### config.mk
export PLATFORM = sky130hd
export DESIGN_NAME = modulation_transition_scheduler_flat
export DESIGN_NICKNAME = d
export VERILOG_FILES = /design/src/rtl/modulation_transition_scheduler_pkg.sv /design/src/rtl/modulation_transition_scheduler_if.sv /design/src/rtl/modulation_transition_scheduler_fifo.sv /design/src/rtl/modulation_transition_scheduler.sv /design/src/flat_wrapper.sv
export SDC_FILE = /design/constraint.sdc
export NUM_CORES = 1
export LEC_CHECK = 0
export ABC_AREA = 1
export CAP_MARGIN = 20
export CORE_MARGIN = 2
export CORE_UTILIZATION = 50
export CTS_BUF_LIST = sky130_fd_sc_hd__clkbuf_2
export CTS_CLUSTER_DIAMETER = 40
export CTS_CLUSTER_SIZE = 14
export DETAILED_ROUTE_END_ITERATION = 10
export GPL_TIMING_DRIVEN = 0
export PLACE_DENSITY = 0.75
export SETUP_SLACK_MARGIN = 0.05
export SYNTH_ARGS = -nofsm -noshare
export SYNTH_HDL_FRONTEND = slang
export SYNTH_SLANG_ARGS = --single-unit
### constraint.sdc
create_clock -name CLK -period 5.2 [get_ports CLK]
set_input_delay 0.78 -clock CLK [delete_from_list [all_inputs] [get_ports CLK]]
set_output_delay 0.78 -clock CLK [all_outputs]
set_load 0.02 [all_outputs]
### src/rtl/modulation_transition_scheduler_pkg.sv
// Shared types and constants for the modulation transition scheduler.
// The optional RUN_FINITE watchdog is enabled by defining MOD_SCHED_TIMEOUT_EN.
package modulation_transition_scheduler_pkg;

    localparam int NumSegment = 2;

    localparam logic [7:0] TRANSITION_MODE_SYNC_IDX  = 8'h00;
    localparam logic [7:0] TRANSITION_MODE_SYS_TIME  = 8'h01;
    localparam logic [7:0] TRANSITION_MODE_GPIO      = 8'h02;
    localparam logic [7:0] TRANSITION_MODE_EXT       = 8'hF0;
    localparam logic [7:0] TRANSITION_MODE_IMMEDIATE = 8'hFF;

    localparam logic [15:0] RepInfinite = 16'hFFFF;

    typedef struct packed {
        logic        segment;
        logic [7:0]  mode;
        logic [63:0] value;
        logic [15:0] rep;
    } mod_sched_req_t;

    // A finite loop needs a mode that eventually lets the swapchain advance,
    // and GPIO transitions only have four input pins to watch.
    function automatic logic req_rejected(input mod_sched_req_t r);
        logic known_mode;
        known_mode = (r.mode == TRANSITION_MODE_SYNC_IDX) ||
                     (r.mode == TRANSITION_MODE_SYS_TIME) ||
                     (r.mode == TRANSITION_MODE_GPIO);
        return ((r.rep != RepInfinite) && !known_mode) ||
               ((r.mode == TRANSITION_MODE_GPIO) && (r.value > 64'd3));
    endfunction

endpackage

### src/rtl/modulation_transition_scheduler_if.sv
// Host request bus: a push is accepted on a cycle where REQ_VALID and REQ_READY are both high.
interface modulation_transition_scheduler_if;
    logic        REQ_VALID;
    logic        REQ_READY;
    logic        REQ_SEGMENT;
    logic [7:0]  REQ_MODE;
    logic [63:0] REQ_VALUE;
    logic [15:0] REQ_REP;

    modport master (
        output REQ_VALID, REQ_SEGMENT, REQ_MODE, REQ_VALUE, REQ_REP,
        input  REQ_READY
    );

    modport slave (
        input  REQ_VALID, REQ_SEGMENT, REQ_MODE, REQ_VALUE, REQ_REP,
        output REQ_READY
    );
endinterface

### src/rtl/modulation_transition_scheduler_fifo.sv
// Synchronous request FIFO; flush empties it and wins over a same-cycle push.
module mod_sched_fifo
    import modulation_transition_scheduler_pkg::*;
#(
    parameter int Depth = 4
) (
    input  logic           CLK,
    input  logic           RST_N,
    input  logic           push,
    input  logic           pop,
    input  logic           flush,
    input  mod_sched_req_t wr_data,
    output mod_sched_req_t rd_data,
    output logic           full,
    output logic           empty
);
    localparam int AW = $clog2(Depth);

    logic [AW-1:0]  wr_ptr_q, wr_ptr_d, rd_ptr_q, rd_ptr_d;
    logic [AW:0]    count_q, count_d;
    mod_sched_req_t mem_q [Depth];
    mod_sched_req_t mem_d [Depth];
    logic           push_ok, pop_ok;

    assign full    = (count_q == (AW+1)'(Depth));
    assign empty   = (count_q == '0);
    assign push_ok = push & ~full & ~flush;
    assign pop_ok  = pop & ~empty & ~flush;
    assign rd_data = mem_q[rd_ptr_q];

    always_comb begin
        mem_d    = mem_q;
        wr_ptr_d = wr_ptr_q;
        rd_ptr_d = rd_ptr_q;
        count_d  = count_q;
        if (flush) begin
            wr_ptr_d = '0;
            rd_ptr_d = '0;
            count_d  = '0;
        end else begin
            if (push_ok) begin
                mem_d[wr_ptr_q] = wr_data;
                wr_ptr_d        = wr_ptr_q + AW'(1);
            end
            if (pop_ok) rd_ptr_d = rd_ptr_q + AW'(1);
            count_d = count_q + (AW+1)'(push_ok) - (AW+1)'(pop_ok);
        end
    end

    always_ff @(posedge CLK or negedge RST_N) begin
        if (!RST_N) begin
            wr_ptr_q <= '0;
            rd_ptr_q <= '0;
            count_q  <= '0;
        end else begin
            wr_ptr_q <= wr_ptr_d;
            rd_ptr_q <= rd_ptr_d;
            count_q  <= count_d;
        end
    end

    // Storage carries no reset: an entry is only read after it has been written.
    always_ff @(posedge CLK) begin
        mem_q <= mem_d;
    end
endmodule

### src/rtl/modulation_transition_scheduler.sv
// Issues queued segment-transition requests to the swapchain one at a time.
// Define MOD_SCHED_TIMEOUT_EN to add the RUN_FINITE watchdog and TIMEOUT flag.
module modulation_transition_scheduler
    import modulation_transition_scheduler_pkg::*;
#(
    parameter int          Depth         = 4,
    parameter logic [31:0] TimeoutCycles = 32'd20000
) (
    input  logic                         CLK,
    input  logic                         RST_N,
    modulation_transition_scheduler_if.slave req_if,
    input  logic                         FLUSH,
    input  logic                         ERR_CLR,
    input  logic                         STOP,
    output logic                         UPDATE_SETTINGS,
    output logic                         REQ_RD_SEGMENT,
    output logic [7:0]                   TRANSITION_MODE,
    output logic [63:0]                  TRANSITION_VALUE,
    output logic [NumSegment-1:0][15:0]  REP,
    output logic                         BUSY,
    output logic                         ERR,
    output logic                         TIMEOUT,
    output logic [2:0]                   STATE_DBG
);
    typedef enum logic [2:0] {
        ST_IDLE, ST_CHECK, ST_LOAD, ST_FIRE, ST_RUN_FINITE
    } state_t;

    state_t                      state_q, state_d;
    mod_sched_req_t              act_q, act_d, fifo_wr, fifo_rd;
    logic                        update_q, update_d, seg_q, seg_d;
    logic [7:0]                  mode_q, mode_d;
    logic [63:0]                 value_q, value_d;
    logic [NumSegment-1:0][15:0] rep_q, rep_d;
    logic                        err_q, err_d, stop_d_q, fifo_full, fifo_empty, pop;

    assign req_if.REQ_READY = ~fifo_full & ~FLUSH;
    assign fifo_wr = '{segment: req_if.REQ_SEGMENT, mode: req_if.REQ_MODE,
                       value: req_if.REQ_VALUE, rep: req_if.REQ_REP};

    mod_sched_fifo #(.Depth(Depth)) u_fifo (
        .CLK(CLK), .RST_N(RST_N),
        .push(req_if.REQ_VALID & req_if.REQ_READY), .pop(pop), .flush(FLUSH),
        .wr_data(fifo_wr), .rd_data(fifo_rd), .full(fifo_full), .empty(fifo_empty)
    );

`ifdef MOD_SCHED_TIMEOUT_EN
    logic [31:0] cnt_q, cnt_d;
    logic        timeout_q, timeout_d;
    assign TIMEOUT = timeout_q;
`else
    logic unused_timeout_cfg;
    assign unused_timeout_cfg = ^TimeoutCycles;
    assign TIMEOUT = 1'b0;
`endif

    always_comb begin
        state_d  = state_q;
        act_d    = act_q;
        update_d = 1'b0;
        seg_d    = seg_q;
        mode_d   = mode_q;
        value_d  = value_q;
        rep_d    = rep_q;
        err_d    = ERR_CLR ? 1'b0 : err_q;
        pop      = 1'b0;
`ifdef MOD_SCHED_TIMEOUT_EN
        cnt_d     = '0;
        timeout_d = ERR_CLR ? 1'b0 : timeout_q;
`endif
        case (state_q)
            ST_IDLE: if (!fifo_empty && !FLUSH) begin
                pop     = 1'b1;
                act_d   = fifo_rd;
                state_d = ST_CHECK;
            end
            ST_CHECK: if (req_rejected(act_q)) begin
                err_d   = 1'b1;
                state_d = ST_IDLE;
            end else begin
                state_d = ST_LOAD;
            end
            ST_LOAD: begin
                rep_d[act_q.segment] = act_q.rep;
                seg_d    = act_q.segment;
                mode_d   = act_q.mode;
                value_d  = act_q.value;
                update_d = 1'b1;
                state_d  = ST_FIRE;
            end
            ST_FIRE: state_d = (act_q.rep == RepInfinite) ? ST_IDLE : ST_RUN_FINITE;
            ST_RUN_FINITE: begin
                // Only a fresh rising edge ends the loop; a level held from FIRE does not.
                if (STOP && !stop_d_q) state_d = ST_IDLE;
`ifdef MOD_SCHED_TIMEOUT_EN
                else if (cnt_q + 32'd1 >= TimeoutCycles) begin
                    timeout_d = 1'b1;
                    state_d   = ST_IDLE;
                end else cnt_d = cnt_q + 32'd1;
`endif
            end
            default: state_d = ST_IDLE;
        endcase
    end

    always_ff @(posedge CLK or negedge RST_N) begin
        if (!RST_N) begin
            state_q  <= ST_IDLE;
            act_q    <= '0;
            update_q <= 1'b0;
            seg_q    <= 1'b0;
            mode_q   <= TRANSITION_MODE_SYNC_IDX;
            value_q  <= '0;
            rep_q    <= {NumSegment{RepInfinite}};
            err_q    <= 1'b0;
            stop_d_q <= 1'b0;
`ifdef MOD_SCHED_TIMEOUT_EN
            cnt_q     <= '0;
            timeout_q <= 1'b0;
`endif
        end else begin
            state_q  <= state_d;
            act_q    <= act_d;
            update_q <= update_d;
            seg_q    <= seg_d;
            mode_q   <= mode_d;
            value_q  <= value_d;
            rep_q    <= rep_d;
            err_q    <= err_d;
            stop_d_q <= STOP;
`ifdef MOD_SCHED_TIMEOUT_EN
            cnt_q     <= cnt_d;
            timeout_q <= timeout_d;
`endif
        end
    end

    assign UPDATE_SETTINGS  = update_q;
    assign REQ_RD_SEGMENT   = seg_q;
    assign TRANSITION_MODE  = mode_q;
    assign TRANSITION_VALUE = value_q;
    assign REP              = rep_q;
    assign ERR              = err_q;
    assign BUSY             = (state_q != ST_IDLE) || !fifo_empty;
    assign STATE_DBG        = state_q;
endmodule

### src/flat_wrapper.sv
// flat-port wrapper written by rule: the top's interface ports become plain ports
module modulation_transition_scheduler_flat import modulation_transition_scheduler_pkg::*;
#(
    parameter int          Depth         = 4,
    parameter logic [31:0] TimeoutCycles = 32'd20000
)
  (CLK, RST_N, FLUSH, ERR_CLR, STOP, UPDATE_SETTINGS, REQ_RD_SEGMENT, TRANSITION_MODE, TRANSITION_VALUE, REP, BUSY, ERR, TIMEOUT, STATE_DBG, req_if_REQ_VALID, req_if_REQ_SEGMENT, req_if_REQ_MODE, req_if_REQ_VALUE, req_if_REQ_REP, req_if_REQ_READY);
  modulation_transition_scheduler_if req_if_i ();
  input  logic CLK;
  input  logic RST_N;
  input  logic FLUSH;
  input  logic ERR_CLR;
  input  logic STOP;
  output logic UPDATE_SETTINGS;
  output logic REQ_RD_SEGMENT;
  output logic [7:0] TRANSITION_MODE;
  output logic [63:0] TRANSITION_VALUE;
  output logic [NumSegment-1:0][15:0] REP;
  output logic BUSY;
  output logic ERR;
  output logic TIMEOUT;
  output logic [2:0] STATE_DBG;
  input wire logic [$bits(req_if_i.REQ_VALID)-1:0] req_if_REQ_VALID;
  input wire logic [$bits(req_if_i.REQ_SEGMENT)-1:0] req_if_REQ_SEGMENT;
  input wire logic [$bits(req_if_i.REQ_MODE)-1:0] req_if_REQ_MODE;
  input wire logic [$bits(req_if_i.REQ_VALUE)-1:0] req_if_REQ_VALUE;
  input wire logic [$bits(req_if_i.REQ_REP)-1:0] req_if_REQ_REP;
  output wire logic [$bits(req_if_i.REQ_READY)-1:0] req_if_REQ_READY;
  assign req_if_i.REQ_VALID = req_if_REQ_VALID;
  assign req_if_i.REQ_SEGMENT = req_if_REQ_SEGMENT;
  assign req_if_i.REQ_MODE = req_if_REQ_MODE;
  assign req_if_i.REQ_VALUE = req_if_REQ_VALUE;
  assign req_if_i.REQ_REP = req_if_REQ_REP;
  assign req_if_REQ_READY = req_if_i.REQ_READY;
  modulation_transition_scheduler #(.Depth(Depth), .TimeoutCycles(TimeoutCycles)) u_core (.CLK(CLK), .RST_N(RST_N), .req_if(req_if_i), .FLUSH(FLUSH), .ERR_CLR(ERR_CLR), .STOP(STOP), .UPDATE_SETTINGS(UPDATE_SETTINGS), .REQ_RD_SEGMENT(REQ_RD_SEGMENT), .TRANSITION_MODE(TRANSITION_MODE), .TRANSITION_VALUE(TRANSITION_VALUE), .REP(REP), .BUSY(BUSY), .ERR(ERR), .TIMEOUT(TIMEOUT), .STATE_DBG(STATE_DBG));
endmodule
Run 1, signal wires on met3:
Bar = 50 um.
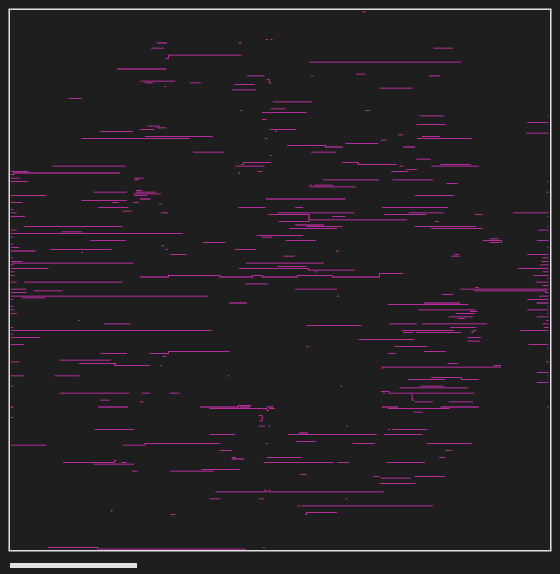
longest straight run = 78.4 um
share of all routed wire = 6.4%
nets with wire on the layer = 215
wire length on this layer = 3430 um

Run 1, placement by cell class:
Fill, decap, tap and diode cells in grey.
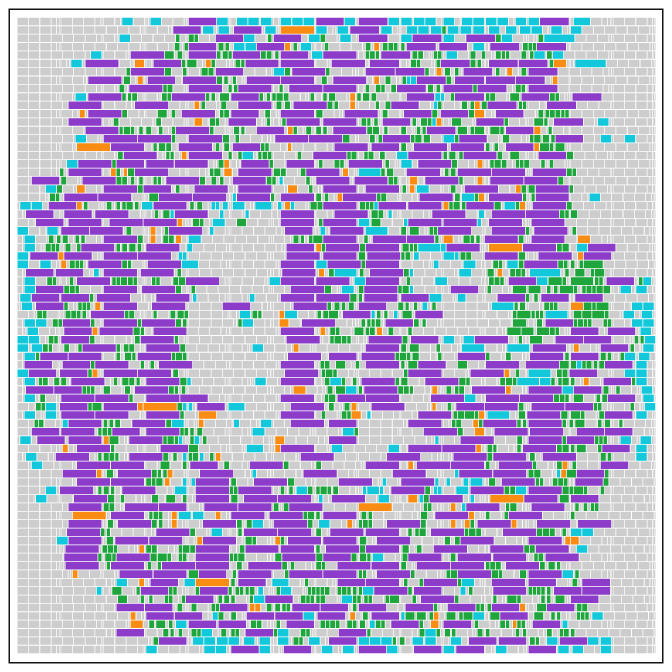
green -> all other logic  # cells 1071, share of their area 21%
cyan -> other buffers and delay cells  # cells 321, share of their area 12%
purple -> flip-flops  # cells 563, share of their area 64%
orange -> clock drivers and dummy loads  # cells 123, share of their area 3.6%

Run 1, the metal 1 layer:
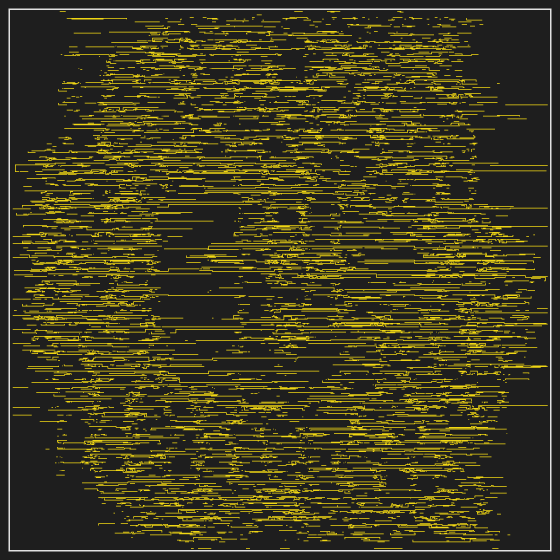
wire length on this layer = 22.5 mm
longest straight run = 63.9 um
nets with wire on the layer = 1994
main direction = horizontal

Run 1, wire density map:
Bar = 50 um. The die is cut into 21 by 21 equal tiles; dark blue is low, red is high, scaled to the fullest tile. Values are wire area over tile area, all layers added.
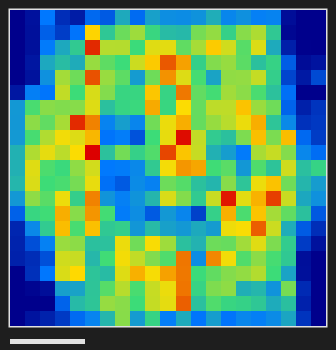
fullest tile = 0.42
mean over tiles = 0.19
nearly empty tiles = 5.9%
tiles over half the peak = 46%

==> impl_metrics.py, run 1 <==
# Generated from Yosys and OpenROAD reports
metrics = {
    "global_route": {
        "grt.overflow.total": 0,
        "grt_start_max_net_pins": 83,
        "antenna_found_initial": 8,
        "groute.layer.met3.usage_pct": 4.376,
    },
    "finish": {
        "n_all_inverters": 113,
        "number_of_inserted_filler_cells_in_the_final_layout": 3380,
        "bufAreaShareNonClock_pct": 11.65,
        "drive_gt1_share_pct": 13.62,
        "logic_gates": 958,
        "area.combinational_um2": 4677,
        "finalNetCount": 2126,
    },
    "sta": {
        "finalWorstPathRequiredPeriod_ps": 3263,
        "clock_skew_ps": 96.62,
        "setup_violations": 0,
    },
    "critical_path": {
        "path_cells": "inv_1 -> a31oi_1 -> clkdlybuf4s50_1",
    },
    "floorplanning": {
        "row_cnt": 76,
        "die-area_um2": 44880,
    },
    "power": {
        "p_per_area_nw_per_um2": 515.6,
        "seq_group_mw": 6.12,
        "power-top-group": "sequential cells",
        "share_comb_of_total_power_pct": 34.7,
        "power.share.switching_pct": 36.89,
    },
    "routing": {
        "met3_wirelength_um": 3429,
        "detail_route.wirelength.met1_um": 22500,
        "maxUsedRoutingLayer": "met5",
        "drc": 0,
    },
    "synthesis": {
        "fp_nets": 1836,
        "synth.top_cells.by_count": "edfxtp_1 (356), o21ai_0 (271), nand2_1 (231)",
        "ys_sh_simple_pct": 8.556,
    },
    "clock_tree": {
        "postCtsHoldBufs": 1,
        "clk_path_buf_depth": 3,
    },
    "job": {
        "tool_warnings": 30,
        "drv.max_cap_violation_count": 0,
    },
    "outcome": {
        "run_status": "finished, final reports clean",
    },
    "placed_design": {
        "dp.cells": 2539,
        "globalplace.congestion": 0.8006,
    },
}
## Run 2: what changed since run 1
==> constraint.sdc (replaced) <==
create_clock -name CLK -period 2.82 [get_ports CLK]
set_input_delay 0.423 -clock CLK [delete_from_list [all_inputs] [get_ports CLK]]
set_output_delay 0.423 -clock CLK [all_outputs]
set_load 0.02 [all_outputs]
Run 2, signal wires on met3:
Bar = 50 um.
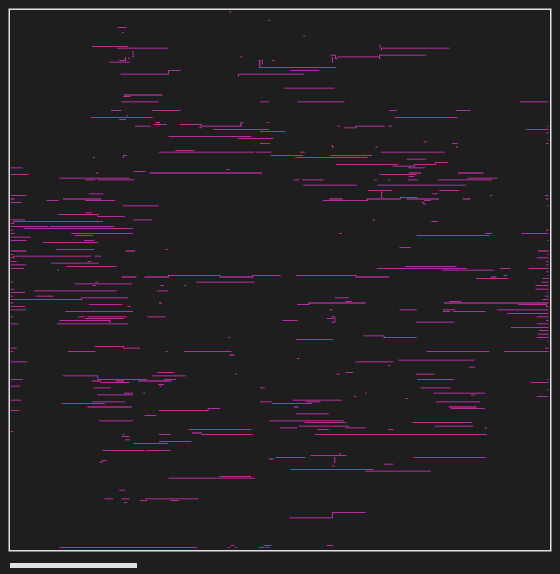
longest straight run = 67.2 um
share of all routed wire = 6.6%

Run 2, clock routing:
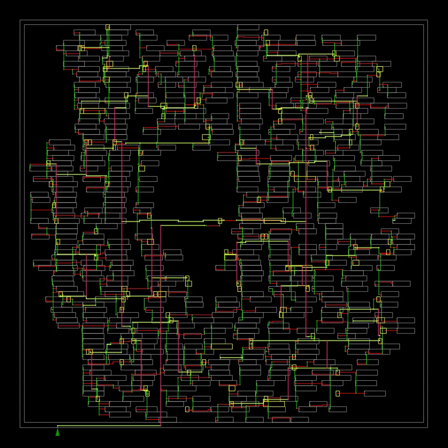
TritonCTS Buffers: 66
clock latency of the later-clocked register in the worst-skew pair: 990 ps
clock skew after layout: 63.93 ps
Power Clock: 4.34 mW
FFs & Latches: 563

==> run 2 against run 1 <==
Effect of this change:
- core utilization increased by 1.8 points
- critical path depth increased by 9
- sequential share of layout area decreased by 1.8 points
- first-iteration DRC count increased by 20%
- setup slack got worse by 1800 ps
- clock power increased by 73%
- clock skew decreased by 33 ps
- non-clock buffer count increased by 87
- largest power group unchanged
==> impl_metrics.py, run 2 <==
# Generated from Yosys and OpenROAD reports
metrics = {
    "hold_path": {
        "worst_hold_startpoint": "req_if_REQ_VALUE[28]",
        "timing.hold.worst_path_depth": 1,
        "whs_endpoint": "u_core.u_fifo.mem_q[222]",
    },
    "finish": {
        "drive_gt1_share_pct": 12.95,
        "layout_top_cell_excl_fill_tap": "edfxtp_1",
        "bufAreaShareNonClock_pct": 14.50,
        "final_core_utilization_pct": 61.64,
        "stdcell_count": 2752,
        "number_of_inserted_filler_cells_in_the_final_layout": 3262,
        "n_all_inverters": 113,
        "buffers": 408,
        "logic_gates": 958,
        "area_share_clock_buf_inv_pct": 3.091,
        "finalNetCount": 2212,
        "area.combinational_um2": 4695,
        "seq-cell-share_pct": 60.19,
    },
    "power": {
        "power.switching_mw": 8.945,
        "p_per_area_nw_per_um2": 914.8,
        "share_comb_of_total_power_pct": 35.3,
        "seq_power_share_pct": 46.7,
        "seq_group_mw": 11.3,
        "power-top-group": "sequential cells",
        "power.share.switching_pct": 36.99,
    },
    "clock_tree": {
        "cts_tree": "done",
        "clk_path_buf_depth": 3,
        "h-tree-depth": 3,
        "numClockSinks": 563,
        "postCtsHoldBufs": 88,
        "clkTransAtPathRegs_ps": 210,
    },
    "synthesis": {
        "synthTopLogicFamily": "AND-OR/OR-AND gates",
        "yosysSeqAreaShare_pct": 73.66,
        "leading_area_contributor_after_synthesis": "edfxtp_1",
        "area_reported_by_yosys_stat_um2": 21600,
        "synth-cells-yosys": 1734,
        "fa_ha_area_share_pct": 0.4402,
        "ys_sh_simple_pct": 8.556,
        "fp_nets": 1836,
        "synth.top_cells.by_count": "edfxtp_1 (356), o21ai_0 (271), nand2_1 (231)",
        "synth_xor_xnor_area_share_pct": 0.08110,
    },
    "critical_path": {
        "kind_of_start_point_of_the_critical_path": "flip-flop",
        "timing.critical_path.to": "u_core.u_fifo.count_q[2]",
        "regToRegSetupSlack_ps": 160,
        "worstSetupPathDepth": 12,
        "path_cells": "inv_1 -> nand3_1 -> nand3_4 -> inv_6 -> buf_8 -> buf_6 -> ha_1 -> inv_1 -> ha_1 -> fa_1 -> xor2_1 -> nor2_1",
        "logic_depth_of_the_worst_register_to_register_path": 12,
        "critPathLaunch": "u_core.u_fifo.count_q[1]",
    },
    "placed_design": {
        "globalplace.congestion": 0.8065,
        "io_buffers": 206,
        "post-dp-hpwl_um": 33560,
        "dp.cells": 2538,
    },
    "job": {
        "tool_warnings": 33,
        "drv.max_cap_violation_count": 0,
    },
    "outcome": {
        "run_status": "finished, final reports clean",
    },
    "sta": {
        "setup_total_negative_slack_ps": 0,
        "finalWorstPathRequiredPeriod_ps": 2662,
        "holdWs_ps": 133.8,
        "setup_violations": 0,
    },
    "routing": {
        "drc": 0,
        "met3_wirelength_um": 3403,
        "maxUsedRoutingLayer": "met5",
        "post_drt_via_cell_ratio": 5.314,
        "detail_route.wirelength.met1_um": 21470,
    },
    "floorplanning": {
        "floorplan.die.height_um": 211.8,
        "die-area_um2": 44880,
        "boundary_pins": 208,
        "core_area_um2": 42890,
        "core_density_at_floorplan_pct": 50.36,
        "row_cnt": 76,
        "die_x_um": 211.8,
    },
    "global_route": {
        "groute.layer.met3.usage_pct": 3.857,
        "grt.overflow.total": 0,
        "antenna_found_initial": 7,
        "grt_start_max_net_pins": 113,
    },
}
Run 2, placement by cell class:
Fill, decap, tap and diode cells in grey.
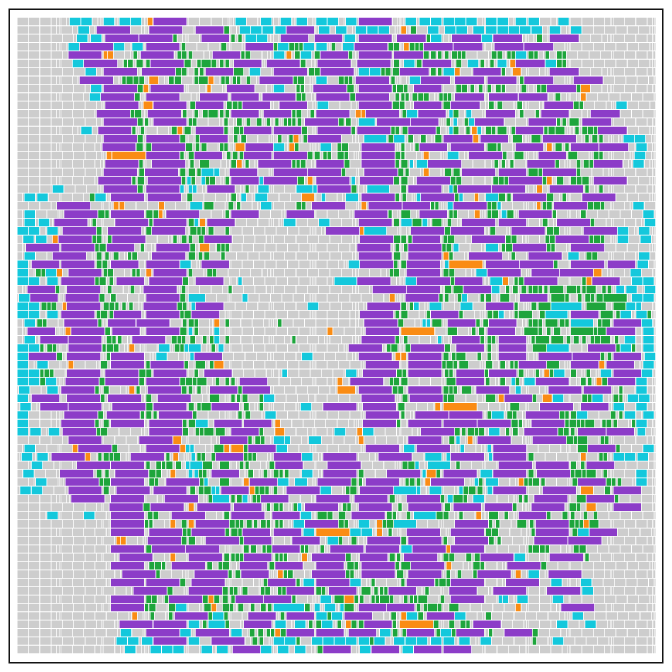
cyan -> other buffers and delay cells  # cells 408, share of their area 15%
green -> all other logic  # cells 1071, share of their area 20%
orange -> clock drivers and dummy loads  # cells 120, share of their area 3.2%
purple -> flip-flops  # cells 563, share of their area 62%

Power and IR drop assume default switching activity.
